$ cat src/rtl/alu_pkg.sv
// Shared definitions for the alu_sched scheduler.
// Contents: ALU opcodes, scheduler FSM states and the default datapath width.
package alu_pkg;

  localparam int XLEN_DEF = 64;

  typedef enum logic [3:0] {
    OP_ADD  = 4'd0,
    OP_SUB  = 4'd1,
    OP_AND  = 4'd2,
    OP_OR   = 4'd3,
    OP_XOR  = 4'd4,
    OP_SLL  = 4'd5,
    OP_SRL  = 4'd6,
    OP_SRA  = 4'd7,
    OP_MUL  = 4'd8,
    OP_MULH = 4'd9,
    OP_DIV  = 4'd10,
    OP_REM  = 4'd11,
    OP_SLT  = 4'd12,
    OP_SLTU = 4'd13
  } alu_op_e;

  typedef enum logic [1:0] {
    IDLE,
    EXEC,
    RESP
  } state_e;

  // mul/mulh/div/rem take the multicycle path through the ALU
  function automatic logic is_muldiv(input logic [3:0] op);
    return (op >= OP_MUL) && (op <= OP_REM);
  endfunction

endpackage

$ cat src/rtl/alu_sched_if.sv
// Request/response channels of the two ALU requesters; index 0 is execute, index 1 is address/branch.
interface alu_sched_if #(
  parameter int XLEN = alu_pkg::XLEN_DEF
);
  logic [1:0]           req_valid;
  logic [1:0]           req_ready;
  logic [1:0][XLEN-1:0] req_x;
  logic [1:0][XLEN-1:0] req_y;
  logic [1:0][3:0]      req_op;
  logic [1:0]           rsp_valid;
  logic [1:0]           rsp_ready;
  logic [1:0][XLEN-1:0] rsp_data;
  logic [1:0]           rsp_eq;

  modport master (
    output req_valid, req_x, req_y, req_op, rsp_ready,
    input  req_ready, rsp_valid, rsp_data, rsp_eq
  );

  modport slave (
    input  req_valid, req_x, req_y, req_op, rsp_ready,
    output req_ready, rsp_valid, rsp_data, rsp_eq
  );
endinterface

$ cat src/rtl/alu_sched_rr_arb2.sv
// Two-way round-robin grant: a lone valid wins, a tie goes to the requester not granted last.
module rr_arb2 (
  input  logic [1:0] valid_i,
  input  logic       last_gnt_i,
  output logic [1:0] gnt_o
);

  assign gnt_o[0] = valid_i[0] & (~valid_i[1] |  last_gnt_i);
  assign gnt_o[1] = valid_i[1] & (~valid_i[0] | ~last_gnt_i);

endmodule

$ cat src/rtl/alu_sched.sv
// Shares one external combinational ALU between two requesters, holding mul/div operands for MULDIV_LAT cycles.
// Optional macro ALU_SCHED_DIV0_EN: RISC-V divide/remainder-by-zero results generated locally in one cycle.
module alu_sched
  import alu_pkg::*;
#(
  parameter int XLEN       = XLEN_DEF,
  parameter int MULDIV_LAT = 4
) (
  input  logic            clk,
  input  logic            rst_n,
  alu_sched_if.slave      bus,
  output logic [XLEN-1:0] alu_x_o,
  output logic [XLEN-1:0] alu_y_o,
  output logic [3:0]      alu_op_o,
  input  logic [XLEN-1:0] alu_out_i,
  input  logic            alu_eq_i,
  output logic            busy_o
);

  localparam int CW = (MULDIV_LAT > 1) ? $clog2(MULDIV_LAT) : 1;

  state_e               state_q, state_d;
  logic [XLEN-1:0]      x_q, x_d, y_q, y_d;
  logic [3:0]           op_q, op_d;
  logic [CW-1:0]        cnt_q, cnt_d;
  logic                 last_q, last_d;
  logic [1:0][XLEN-1:0] data_q, data_d;
  logic [1:0]           eq_q, eq_d;
  logic [1:0]           gnt;
  logic                 sel;
  logic [XLEN-1:0]      result;

  rr_arb2 u_arb (
    .valid_i    (bus.req_valid),
    .last_gnt_i (last_q),
    .gnt_o      (gnt)
  );

  assign sel = gnt[1];

`ifdef ALU_SCHED_DIV0_EN
  logic div0_in, div0_ex;
  assign div0_in = ((bus.req_op[sel] == OP_DIV) || (bus.req_op[sel] == OP_REM)) && (bus.req_y[sel] == '0);
  assign div0_ex = ((op_q == OP_DIV) || (op_q == OP_REM)) && (y_q == '0);
`endif

  always_comb begin
    // NOTE: every _d gets its hold value first, so no branch can leave a latch behind.
    state_d = state_q;
    x_d     = x_q;
    y_d     = y_q;
    op_d    = op_q;
    cnt_d   = cnt_q;
    last_d  = last_q;
    data_d  = data_q;
    eq_d    = eq_q;
    result  = '0;
    unique case (state_q)
      IDLE: begin
        if (|gnt) begin
          x_d    = bus.req_x[sel];
          y_d    = bus.req_y[sel];
          op_d   = bus.req_op[sel];
          last_d = sel;
          cnt_d  = is_muldiv(bus.req_op[sel]) ? CW'(MULDIV_LAT - 1) : '0;
`ifdef ALU_SCHED_DIV0_EN
          if (div0_in) cnt_d = '0;
`endif
          state_d = EXEC;
        end
      end
      EXEC: begin
        if (cnt_q != '0) begin
          cnt_d = cnt_q - CW'(1);
        end else begin
          // opcodes 14/15 have no defined ALU function; report zero
          result = (op_q >= 4'd14) ? '0 : alu_out_i;
`ifdef ALU_SCHED_DIV0_EN
          if (div0_ex) result = (op_q == OP_DIV) ? '1 : x_q;
`endif
          data_d[last_q] = result;
          eq_d[last_q]   = alu_eq_i;
          state_d        = RESP;
        end
      end
      RESP: begin
        if (bus.rsp_ready[last_q]) state_d = IDLE;
      end
      default: state_d = IDLE;
    endcase
  end

  // NOTE: non-blocking assignments let every register sample pre-edge values regardless of order.
  always_ff @(posedge clk or negedge rst_n) begin
    if (!rst_n) begin
      state_q <= IDLE;
      x_q     <= '0;
      y_q     <= '0;
      op_q    <= '0;
      cnt_q   <= '0;
      last_q  <= 1'b1;
      data_q  <= '0;
      eq_q    <= '0;
    end else begin
      state_q <= state_d;
      x_q     <= x_d;
      y_q     <= y_d;
      op_q    <= op_d;
      cnt_q   <= cnt_d;
      last_q  <= last_d;
      data_q  <= data_d;
      eq_q    <= eq_d;
    end
  end

  assign bus.req_ready = (state_q == IDLE) ? gnt : 2'b00;
  assign bus.rsp_valid = (state_q == RESP) ? (last_q ? 2'b10 : 2'b01) : 2'b00;
  assign bus.rsp_data  = data_q;
  assign bus.rsp_eq    = eq_q;
  assign alu_x_o       = x_q;
  assign alu_y_o       = y_q;
  assign alu_op_o      = op_q;
  assign busy_o        = (state_q != IDLE);

endmodule

$ cat src/flat_wrapper.sv
// flat-port wrapper written by rule: the top's interface ports become plain ports
module alu_sched_flat import alu_pkg::*;
#(
  parameter int XLEN       = XLEN_DEF,
  parameter int MULDIV_LAT = 4
)
  (clk, rst_n, alu_x_o, alu_y_o, alu_op_o, alu_out_i, alu_eq_i, busy_o, bus_req_valid, bus_req_x, bus_req_y, bus_req_op, bus_rsp_ready, bus_req_ready, bus_rsp_valid, bus_rsp_data, bus_rsp_eq);
  alu_sched_if #(.XLEN(XLEN)) bus_i ();
  input  logic clk;
  input  logic rst_n;
  output logic [XLEN-1:0] alu_x_o;
  output logic [XLEN-1:0] alu_y_o;
  output logic [3:0] alu_op_o;
  input  logic [XLEN-1:0] alu_out_i;
  input  logic alu_eq_i;
  output logic busy_o;
  input wire logic [$bits(bus_i.req_valid)-1:0] bus_req_valid;
  input wire logic [$bits(bus_i.req_x)-1:0] bus_req_x;
  input wire logic [$bits(bus_i.req_y)-1:0] bus_req_y;
  input wire logic [$bits(bus_i.req_op)-1:0] bus_req_op;
  input wire logic [$bits(bus_i.rsp_ready)-1:0] bus_rsp_ready;
  output wire logic [$bits(bus_i.req_ready)-1:0] bus_req_ready;
  output wire logic [$bits(bus_i.rsp_valid)-1:0] bus_rsp_valid;
  output wire logic [$bits(bus_i.rsp_data)-1:0] bus_rsp_data;
  output wire logic [$bits(bus_i.rsp_eq)-1:0] bus_rsp_eq;
  assign bus_i.req_valid = bus_req_valid;
  assign bus_i.req_x = bus_req_x;
  assign bus_i.req_y = bus_req_y;
  assign bus_i.req_op = bus_req_op;
  assign bus_i.rsp_ready = bus_rsp_ready;
  assign bus_req_ready = bus_i.req_ready;
  assign bus_rsp_valid = bus_i.rsp_valid;
  assign bus_rsp_data = bus_i.rsp_data;
  assign bus_rsp_eq = bus_i.rsp_eq;
  alu_sched #(.XLEN(XLEN), .MULDIV_LAT(MULDIV_LAT)) u_core (.clk(clk), .rst_n(rst_n), .bus(bus_i), .alu_x_o(alu_x_o), .alu_y_o(alu_y_o), .alu_op_o(alu_op_o), .alu_out_i(alu_out_i), .alu_eq_i(alu_eq_i), .busy_o(busy_o));
endmodule
$ cat config.mk
export PLATFORM = sky130hd
export DESIGN_NAME = alu_sched_flat
export DESIGN_NICKNAME = d
export VERILOG_FILES = /design/src/rtl/alu_pkg.sv /design/src/rtl/alu_sched_if.sv /design/src/rtl/alu_sched_rr_arb2.sv /design/src/rtl/alu_sched.sv /design/src/flat_wrapper.sv
export SDC_FILE = /design/constraint.sdc
export NUM_CORES = 1
export LEC_CHECK = 0
export CAP_MARGIN = 10
export CELL_PAD_IN_SITES_DETAIL_PLACEMENT = 1
export CELL_PAD_IN_SITES_GLOBAL_PLACEMENT = 2
export CORE_AREA = 3 3 233 235
export DETAILED_ROUTE_END_ITERATION = 16
export DIE_AREA = 0 0 236 238
export GPL_TIMING_DRIVEN = 0
export PLACE_DENSITY = 0.73
export SYNTH_ARGS = -nofsm -noshare
export SYNTH_HDL_FRONTEND = slang
export SYNTH_SLANG_ARGS = --single-unit
$ cat constraint.sdc
create_clock -name clk -period 1.97 [get_ports clk]
set_input_delay 0.4925 -clock clk [delete_from_list [all_inputs] [get_ports clk]]
set_output_delay 0.4925 -clock clk [all_outputs]
set_load 0.02 [all_outputs]
### Clock wires, drivers and flops

Scale: 1 px per micron.
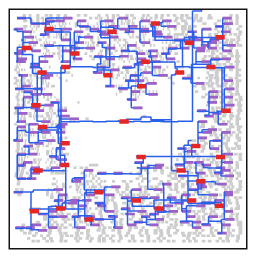
Key: purple = flip-flops [count 267]; blue = clock wires [length 4570 microns]; red = clock-net drivers [count 34]
There are 35 routed clock nets.
Clock Latency Late Sink: 0.53 ns
Fin Clk Skew: 0.0177 ns

### Sequential cells grouped by signal name

Scale: 1 px per micron. Other sequential cells in the stronger grey, the rest of the logic in the fainter grey.
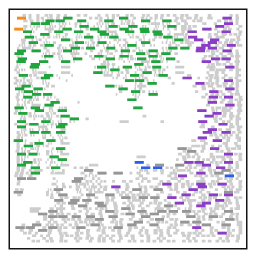
Key: blue = u_core.alu_op_o [placed flops 4]; purple = u_core.alu_y_o [placed flops 64, where a column on the right]; green = u_core.bus.rsp_data [placed flops 128]; orange = u_core.bus.rsp_eq [placed flops 2]
Another 69 sequential cells are not coloured.
flip-flop and latch area: 6680 sq um
P_seq: 9.63 mW

### Placed cells, one colour a class

Scale: 1 px per micron.
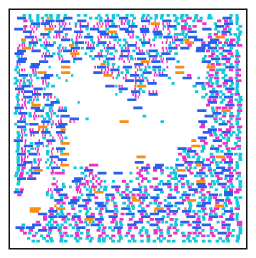
Key: blue = sequential cells [cells 267]; magenta = remaining logic cells [cells 622]; orange = clock drivers and dummy loads [cells 59]; cyan = remaining buffers and delay cells [cells 685]
area of the placeable core: 52400 sq um
final design instance area without fill: 19900 sq um
floorplan row count: 84
sequential portion of the cell area: 33.6%

==> notes.md <==
Results of the flow run.

The global-route track usage on met3 stands at 6.44%. The peak per-stage delay on the critical path stands at 0.55 ns. The synthesized design spends more area on one cell type than any other, namely sky130_fd_sc_hd__dfrtp_1. TritonRoute output was used to compute an average wire per cell of 22.5 microns. After synthesis, the cell types taking the most area are sky130_fd_sc_hd__dfrtp_1 56%, sky130_fd_sc_hd__mux2_2 20%, sky130_fd_sc_hd__mux2_4 7.4%, sky130_fd_sc_hd__nand2_1 6.1%, sky130_fd_sc_hd__o21ai_0 5.5%. The detailed-router iteration count before antenna repair stands at 4. The post-CTS clock slew at the launch and capture registers of the worst setup and hold paths stands at 0.06 ns. The relative max-transition margin stands at 56.4%. The final reports fail on negative setup slack. Global route summary, busiest routing layer listed as met2. The biggest fanout along the worst timing path stands at 2. The min-delay analysis places its worst path in the category reg -> reg.

Among all stages on the critical path, the largest delay is contributed by sky130_fd_sc_hd__dfstp_2. Synthesis produced a netlist with a net count of 1290. The met2 usage stands at 31.7%. The met2 wire length stands at 26600 microns. The power density of the placed cells stands at 1580 nW/um^2. Once the clock tree was built, the resizer swapped 328 gates to a different size. The count of nets left with antenna violations after detail routing stands at 0. In this run switching power makes up 40.4% of total power.

Per the CTS log, the root buffer master is sky130_fd_sc_hd__clkbuf_16. According to the cell report, flip-flops and latches in the layout number 267. The CTS buffer count stands at 34.

The maximum operating frequency stands at 463 MHz. Counting buffers and inverters, the worst setup path is 5 cells deep. The tightest hold margin stands at 0.470 ns.

The fraction of area in clock buffers and inverters stands at 5.62%. For this run, the number of Yosys warnings is 0. For this run, design rule violations remaining after detail routing come to 0.

In the post-synthesis netlist, the cell with the most instances is sky130_fd_sc_hd__dfrtp_1. The non-clock buffer share of cell area stands at 31.9%. The initial antenna violation count was 7. For this design the total switching power over the nets is 12.7 mW. The non-clock inverters instantiated in the layout total 5. The OpenROAD report gives the critical path a required time of 1.48 ns. Detailed placement reports a standard cell area of 18800 sq um. The H-tree generated during clock tree synthesis spans 2 levels.

Measured along the x axis, the die boundary spans 236 microns. TritonCTS built the clock tree. The filler-free cell count of the finished design stands at 2325. For hold timing, the worst endpoint is u_core.bus.rsp_data[23]. In this run the top signal layer used is met5.

The commonest cells after synthesis are 266 x sky130_fd_sc_hd__dfrtp_1, 209 x sky130_fd_sc_hd__mux2_2, 194 x sky130_fd_sc_hd__nand2_1. Among cell families on the critical path, the largest total delay comes from flip-flops. The total via count in the routed design stands at 10013. The reg2reg setup slack stands at 0.07 ns. The vias per cell stands at 4.31. The final timing report counts setup violations totalling 4.

The chip area line in the Yosys stat output reads 11800 sq um. Summed over all routing layers, the global router reports a total usage of 17.9%. The cell internal power dissipation stands at 18.7 mW.

The flow ran to the end, but the final reports show violations. The synthesis report gives the async set-or-reset register share as 100%. Looking at the power breakdown, combinational cells take 49.4% of the total. Setup repair after global routing could not meet its margin everywhere. By instance count, the cell type seen most on the critical path is sky130_fd_sc_hd__buf_12. The register share of total power stands at 30.7%. The fraction of final layout cells with drive strength greater than 1 stands at 24.6%.

The synthesized netlist occupies a cell area of 11800 sq um. The count of pins over their slew limit stands at 0. The floorplan report lists the tap cell count as 688. Routability-driven placement finished with a final weighted congestion of 0.783.

The worst register-to-register path begins at u_core.state_q[1]. The repair_antennas step left the layout with diodes totalling 4. The layout report gives the multi-input gate share of total cell area as 24.4%. Looking at the cell usage after synthesis, the top flip-flop cell is sky130_fd_sc_hd__dfrtp_1. The worst setup slack after layout stands at -0.189 ns.

The via count of the first global-routing pass came to 11015. The fraction of post-synthesis cell area in the top cell type by area stands at 56.2%.
### Nets reached from selected ports

Scale: 2 px per micron.
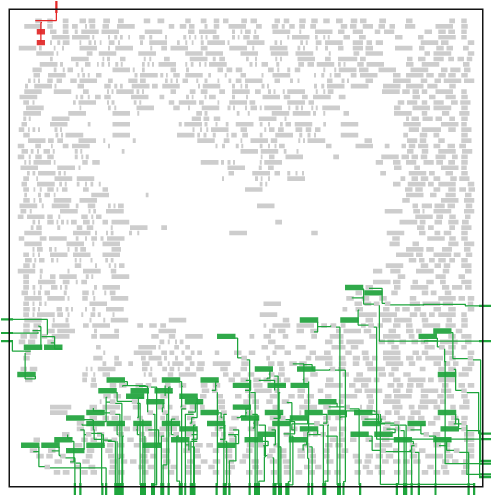
Key: red = alu_eq_i [bits 1, direction input, edge north, end cells 2, wire 25.5 microns]; green = alu_x_o [bits 64, direction output, edge 53 south, 8 east, 3 west, end cells 64, wire 3230 microns]

### Cell outlines without signal wires

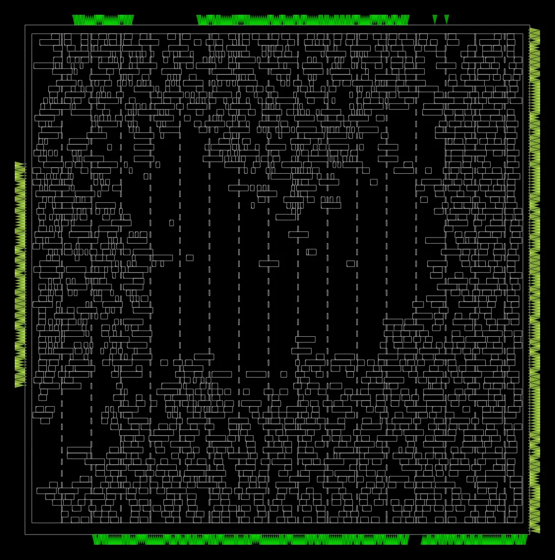
Core Util, Final: 37.9%
Fillers: 5776

[cell usage in the layout (no fill, tap or decap), drive strengths merged, types with 2 or more instances in the layout]
cell,netlist,routed
dlygate4sd2,0,264
nor2b,2,2
clkbuf,25,96
mux2,267,267
inv,5,5
nor2,5,5
nand2b,3,3
buf,40,49
dfrtp,266,266
clkdlybuf4s50,0,331
nor3,2,2
o21ai,130,130
diode,0,4
clkinv,0,2
nand2,194,194
[cell families (layout without fill, tap and decap cells)]
| logic type | Yosys count | after routing | synth area share [%] |
|---|---|---|---|
| flip-flops | 267 | 267 | 56.4 |
| adder cells (fa/ha/maj) | 1 | 1 | 0.106 |
| other | 0 | 4 | 0 |
| multiplexers | 268 | 268 | 27.3 |
| AND-OR/OR-AND | 136 | 136 | 5.96 |
| AND/OR/NAND/NOR | 212 | 212 | 7.15 |
| buffers and inverters | 70 | 749 | 3.03 |
[worst reg2reg max path, delay by kind of cell, from the launching register on]
family	cells	cell delay, ns
buffers and inverters	4	0.78
DFF	1	0.37
muxes	1	0.35
and+or+nand+nor	1	0.30
[power groups by stage]
| stage | clock, mW | combinational [mW] | sequential (mW) |
|---|---|---|---|
| after floorplan | 0 | 4.95 | 13.0 |
| after global placement | 0 | 17.0 | 9.75 |
| after detailed placement | 0 | 17.2 | 9.85 |
| after CTS | 6.55 | 15.6 | 9.67 |
| after global routing | 6.79 | 16.6 | 10.0 |
| final | 6.28 | 15.5 | 9.63 |
[state kept, by name, summed over array words and instances, names as in the netlist]
signal,cells
u_core.bus.rsp_data,128
u_core.alu_x_o,64
u_core.alu_y_o,64
u_core.alu_op_o,4
u_core.bus.rsp_eq,2
u_core.cnt_q,2
u_core.state_q,2
u_core.last_q,1
No activity file was given, so power comes from the tool's default toggle rates.
